**src/rtl/rr_arb4_p_pkg.sv**
```systemverilog
// rr_arb4_p shared types: FSM state encoding and the
// round-robin search helper used by the arbiter top.
package rr_arb4_p_pkg;

  typedef enum logic {
    ST_IDLE = 1'b0,
    ST_BUSY = 1'b1
  } state_t;

  typedef struct packed {
    logic       found;
    logic [1:0] idx;
  } pick_t;

  // First asserted req in order ptr, ptr+1, ptr+2, ptr+3.
  function automatic pick_t rr_pick(
    input logic [3:0] req,
    input logic [1:0] ptr
  );
    pick_t      p;
    logic [1:0] i;
    p = '0;
    for (int k = 3; k >= 0; k--) begin
      i = ptr + 2'(k);
      if (req[i]) begin
        p.found = 1'b1;
        p.idx   = i;
      end
    end
    return p;
  endfunction

  function automatic logic [3:0] onehot4(
    input logic [1:0] s
  );
    return 4'b0001 << s;
  endfunction

endpackage

```
**src/rtl/rr_arb4_p_mux.sv**
```systemverilog
// rr_arb4_p data steering: 4:1 mux selecting the
// granted requester's data onto the output channel.
module mux4to1_p #(
  parameter int N = 4
) (
  input  logic [1:0]   sel,
  input  logic [N-1:0] d0,
  input  logic [N-1:0] d1,
  input  logic [N-1:0] d2,
  input  logic [N-1:0] d3,
  output logic [N-1:0] y
);

  // Pure combinational select.
  always_comb begin
    y = d0;
    unique case (sel)
      2'd0: y = d0;
      2'd1: y = d1;
      2'd2: y = d2;
      2'd3: y = d3;
      default: y = d0;
    endcase
  end

endmodule

```
**src/rtl/rr_arb4_p.sv**
```systemverilog
// rr_arb4_p: 4-way round-robin arbiter with valid/ready output.
// Define RR_ARB4_BURST_EN to let an owner keep up to MAX_BURST beats.
module rr_arb4_p
  import rr_arb4_p_pkg::*;
#(
  parameter int N         = 4,
  parameter int MAX_BURST = 4
) (
  input  logic         clk,
  input  logic         rst_n,
  input  logic [3:0]   req,
  input  logic [N-1:0] d3,
  input  logic [N-1:0] d2,
  input  logic [N-1:0] d1,
  input  logic [N-1:0] d0,
  input  logic         out_ready,
  output logic         out_valid,
  output logic [N-1:0] out_data,
  output logic [1:0]   out_src,
  output logic [3:0]   gnt,
  output logic [3:0]   ack
);

  state_t     state;
  state_t     nxt_state;
  logic [1:0] sel;
  logic [1:0] nxt_sel;
  logic [1:0] ptr;
  logic [1:0] nxt_ptr;
  logic [3:0] nxt_gnt;
  logic       busy;
  logic       xfer;
  logic       rearb;
  pick_t      pick;

`ifdef RR_ARB4_BURST_EN
  localparam int BW =
    (MAX_BURST > 1) ? $clog2(MAX_BURST) : 1;
  localparam logic [BW-1:0] LAST =
    BW'(MAX_BURST - 1);
  logic [BW-1:0] beat_cnt;
  logic [BW-1:0] nxt_cnt;
  logic          keep;
`else
  logic unused_cfg;
  assign unused_cfg = (MAX_BURST > 0);
`endif

  assign busy      = (state == ST_BUSY);
  assign out_valid = busy & req[sel];
  assign out_src   = sel;
  assign xfer      = out_valid & out_ready;
  assign ack       = xfer ? onehot4(sel) : 4'b0000;
  assign pick      = rr_pick(req, ptr);

  // A transfer or a withdrawn owner hands the channel on.
  assign rearb = busy & (xfer | ~req[sel]);

`ifdef RR_ARB4_BURST_EN
  assign keep = xfer & req[sel] & (beat_cnt < LAST);
`endif

  mux4to1_p #(.N(N)) u_mux (
    .sel (sel),
    .d0  (d0),
    .d1  (d1),
    .d2  (d2),
    .d3  (d3),
    .y   (out_data)
  );

  // Next owner, pointer and state from the search result.
  always_comb begin
    nxt_state = state;
    nxt_sel   = sel;
    nxt_ptr   = ptr;
`ifdef RR_ARB4_BURST_EN
    nxt_cnt   = beat_cnt;
`endif
    if (!busy || rearb) begin
`ifdef RR_ARB4_BURST_EN
      if (keep) begin
        nxt_cnt = beat_cnt + 1'b1;
      end else
`endif
      if (pick.found) begin
        nxt_state = ST_BUSY;
        nxt_sel   = pick.idx;
        nxt_ptr   = pick.idx + 2'd1;
`ifdef RR_ARB4_BURST_EN
        nxt_cnt   = '0;
`endif
      end else begin
        nxt_state = ST_IDLE;
`ifdef RR_ARB4_BURST_EN
        nxt_cnt   = '0;
`endif
      end
    end
    nxt_gnt = (nxt_state == ST_BUSY) ?
              onehot4(nxt_sel) : 4'b0000;
  end

  // Arbiter registers, including the registered grant.
  always_ff @(posedge clk) begin
    if (!rst_n) begin
      state <= ST_IDLE;
      sel   <= 2'd0;
      ptr   <= 2'd0;
      gnt   <= 4'b0000;
    end else begin
      state <= nxt_state;
      sel   <= nxt_sel;
      ptr   <= nxt_ptr;
      gnt   <= nxt_gnt;
    end
  end

`ifdef RR_ARB4_BURST_EN
  // Beat counter for the current owner's burst.
  always_ff @(posedge clk) begin
    if (!rst_n) begin
      beat_cnt <= '0;
    end else begin
      beat_cnt <= nxt_cnt;
    end
  end
`endif

endmodule

```
**config.mk**
```make
export PLATFORM = sky130hd
export DESIGN_NAME = rr_arb4_p
export DESIGN_NICKNAME = d
export VERILOG_FILES = /design/src/rtl/rr_arb4_p_pkg.sv /design/src/rtl/rr_arb4_p_mux.sv /design/src/rtl/rr_arb4_p.sv
export SDC_FILE = /design/constraint.sdc
export NUM_CORES = 1
export LEC_CHECK = 0
export CAP_MARGIN = 20
export CORE_MARGIN = 5
export CORE_UTILIZATION = 40
export CTS_CLUSTER_SIZE = 8
export DETAILED_ROUTE_END_ITERATION = 10
export PLACE_DENSITY = 0.79
export SYNTH_ARGS = -nofsm -noshare
export SYNTH_HDL_FRONTEND = slang
export SYNTH_HIERARCHICAL = 1
export SYNTH_SLANG_ARGS = --single-unit
export TNS_END_PERCENT = 30
```
**constraint.sdc**
```tcl
create_clock -name clk -period 2.1 [get_ports clk]
set_clock_uncertainty 0.2 [all_clocks]
set_input_delay 0.315 -clock clk [delete_from_list [all_inputs] [get_ports clk]]
set_output_delay 0.315 -clock clk [all_outputs]
set_load 0.01 [all_outputs]
```
pinout.png
Pins as bars across the die edge, other pins in grey.
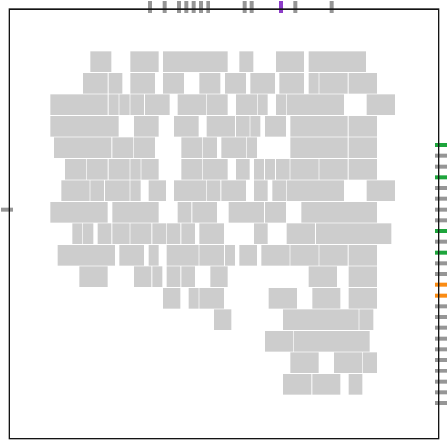
[out_src] orange | pins: 2 | direction: output | edge: east
[d2] green | pins: 4 | direction: input | edge: east
[out_valid] purple | pins: 1 | direction: output | edge: north
all pins by edge: 25 east, 12 north, 1 west
Die W: 54.1 um
input/output buffers: 37

layers.png
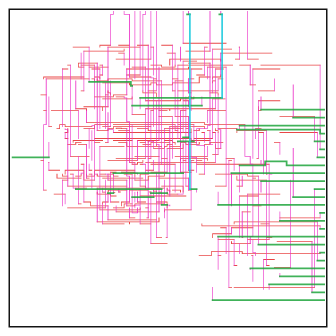
[M2] magenta | wire length: 1140 um
[M4] cyan | wire length: 44.2 um
[M1] red | wire length: 920 um
[M3] green | wire length: 289 um
WL/cell: 15.5 um
via count: 848
wirelength, routed: 2.40 mm
GRT Util Overall: 0.171

==> run summary <==
Sequential power share: 0.340
Antenna diodes: 0
Vias in the first global route: 819
Power attributed to combinational cells: 0.270 mW
Post-synth EDFFs: 0
Clock net power: 0.131 mW
Cell area power density: 505 nW/um^2
Outcome: finished clean
Final core utilization: 0.632
# clock sinks: 9
Leakage power: 0.473 nW
Fp util: 0.410
Library cells used by synthesis: 35
Total gr overflow: 0
Number of gates resized after CTS: 16
Net Switching: 0.190 mW
Slew of the pin with the lowest slew margin: 0.318 ns
Placement Cell Area: 1200 um^2
Required time reported for the critical path endpoint: 1.58 ns
Fraction of met2 tracks used by global routing: 0.295
TAP cells: 27
Sw frac: 0.314
Flip-flop count of the largest register after layout: 4
Launching point of the worst reg2reg path: out_src[0]
Worst stage delay on the critical path: 0.47 ns
Layout clock buffers: 4
Worst slew slack as a fraction of its limit: 0.786
Family with the most delay on the worst path: buffers and inverters
M3 GR Usage: 0.0637
Count of plain and timing-repair buffers in the layout: 47
WL met3: 288 um
Met1 wire length: 919 um
Total Die Area: 2930 um^2
Final RePlAce weighted congestion: 0.841
Root buffer cell: sky130_fd_sc_hd__clkbuf_4
Post-synthesis instance total: 84
Area fraction of the dominant cell type after synthesis: 0.231
Max power group: combinational logic
Final routed DRC violation total: 0
Post-synthesis average cell area: 9.28 um^2
Launch point of the worst path: req[0]
Synth Cell Area: 779 um^2
H-tree depth reported by CTS: 1
Area of the multi-input gates: 517 um^2
Most area-hungry cell type in the Yosys netlist: sky130_fd_sc_hd__dfxtp_1
Critical path cell sequence: clkdlybuf4s50_1 > mux4_2 > and2_2 > buf_2
Worst Hold Endpoint: ptr[1]
Placed Instances: 151
Fraction of layout instances using a drive strength above 1: 0.234
Startpoint types: input pin
Clock buffers and inverters, area share: 0.0219
Reg2reg setup slack: 0.33 ns
Final max-slew violation count: 0
Total power consumption of the routed design: 0.607 mW
Antenna violations before repair: 0
IR drop worst, VDD: 0.000379 V
Area figure in the yosys stat output: 779 um^2
Post-route fraction of the period consumed by the critical path: 0.974
Buffer levels on the longest clock path: 2
Pin count of the biggest net entering global routing: 11
Layout multi-input combinational cell count: 66
Cell count in the Yosys report: 84
Wire length of the first global-routing pass: 3.64 mm
Data-path buffer share of cell area in the final layout: 0.360
Flop share of the area: 0.153
Top register by number of flip-flops: gnt
Post-route design area: 1200 um^2
==> placed cells by master (no fill, tap or decap), types with 2 or more instances in the layout <==
| master | n |
|---|---|
| sky130_fd_sc_hd__inv_1 | 2 |
| sky130_fd_sc_hd__dfxtp_1 | 8 |
| sky130_fd_sc_hd__o21ai_0 | 7 |
| sky130_fd_sc_hd__buf_4 | 9 |
| sky130_fd_sc_hd__mux4_1 | 4 |
| sky130_fd_sc_hd__nor3_1 | 3 |
| sky130_fd_sc_hd__nand2_1 | 8 |
| sky130_fd_sc_hd__clkbuf_2 | 3 |
| sky130_fd_sc_hd__or2b_2 | 2 |
| sky130_fd_sc_hd__nor2b_1 | 3 |
| sky130_fd_sc_hd__nand3_1 | 2 |
| sky130_fd_sc_hd__nor2_1 | 6 |
| sky130_fd_sc_hd__nand4_1 | 2 |
| sky130_fd_sc_hd__clkdlybuf4s50_1 | 27 |
| sky130_fd_sc_hd__and2b_2 | 3 |
| sky130_fd_sc_hd__clkbuf_4 | 3 |
| sky130_fd_sc_hd__dlygate4sd2_1 | 4 |
| sky130_fd_sc_hd__a21oi_1 | 6 |
| sky130_fd_sc_hd__clkdlybuf4s15_1 | 2 |
| sky130_fd_sc_hd__o2111ai_1 | 2 |
==> kinds of logic (layout without fill, tap and decap cells) <==
group,after synthesis,after routing,synth area share
flip-flops,9,9,0.231
buffers and inverters,9,53,0.106
AND-OR/OR-AND,23,23,0.207
AND/OR/NAND/NOR,37,37,0.279
multiplexers,6,6,0.177
==> worst min-delay path: stages (launching register included) <==
cell and delay [ns]:
sky130_fd_sc_hd__dfxtp_1 0.39, sky130_fd_sc_hd__nand2_1 0.09, sky130_fd_sc_hd__mux2i_1 0.05
Power and IR drop assume default switching activity.
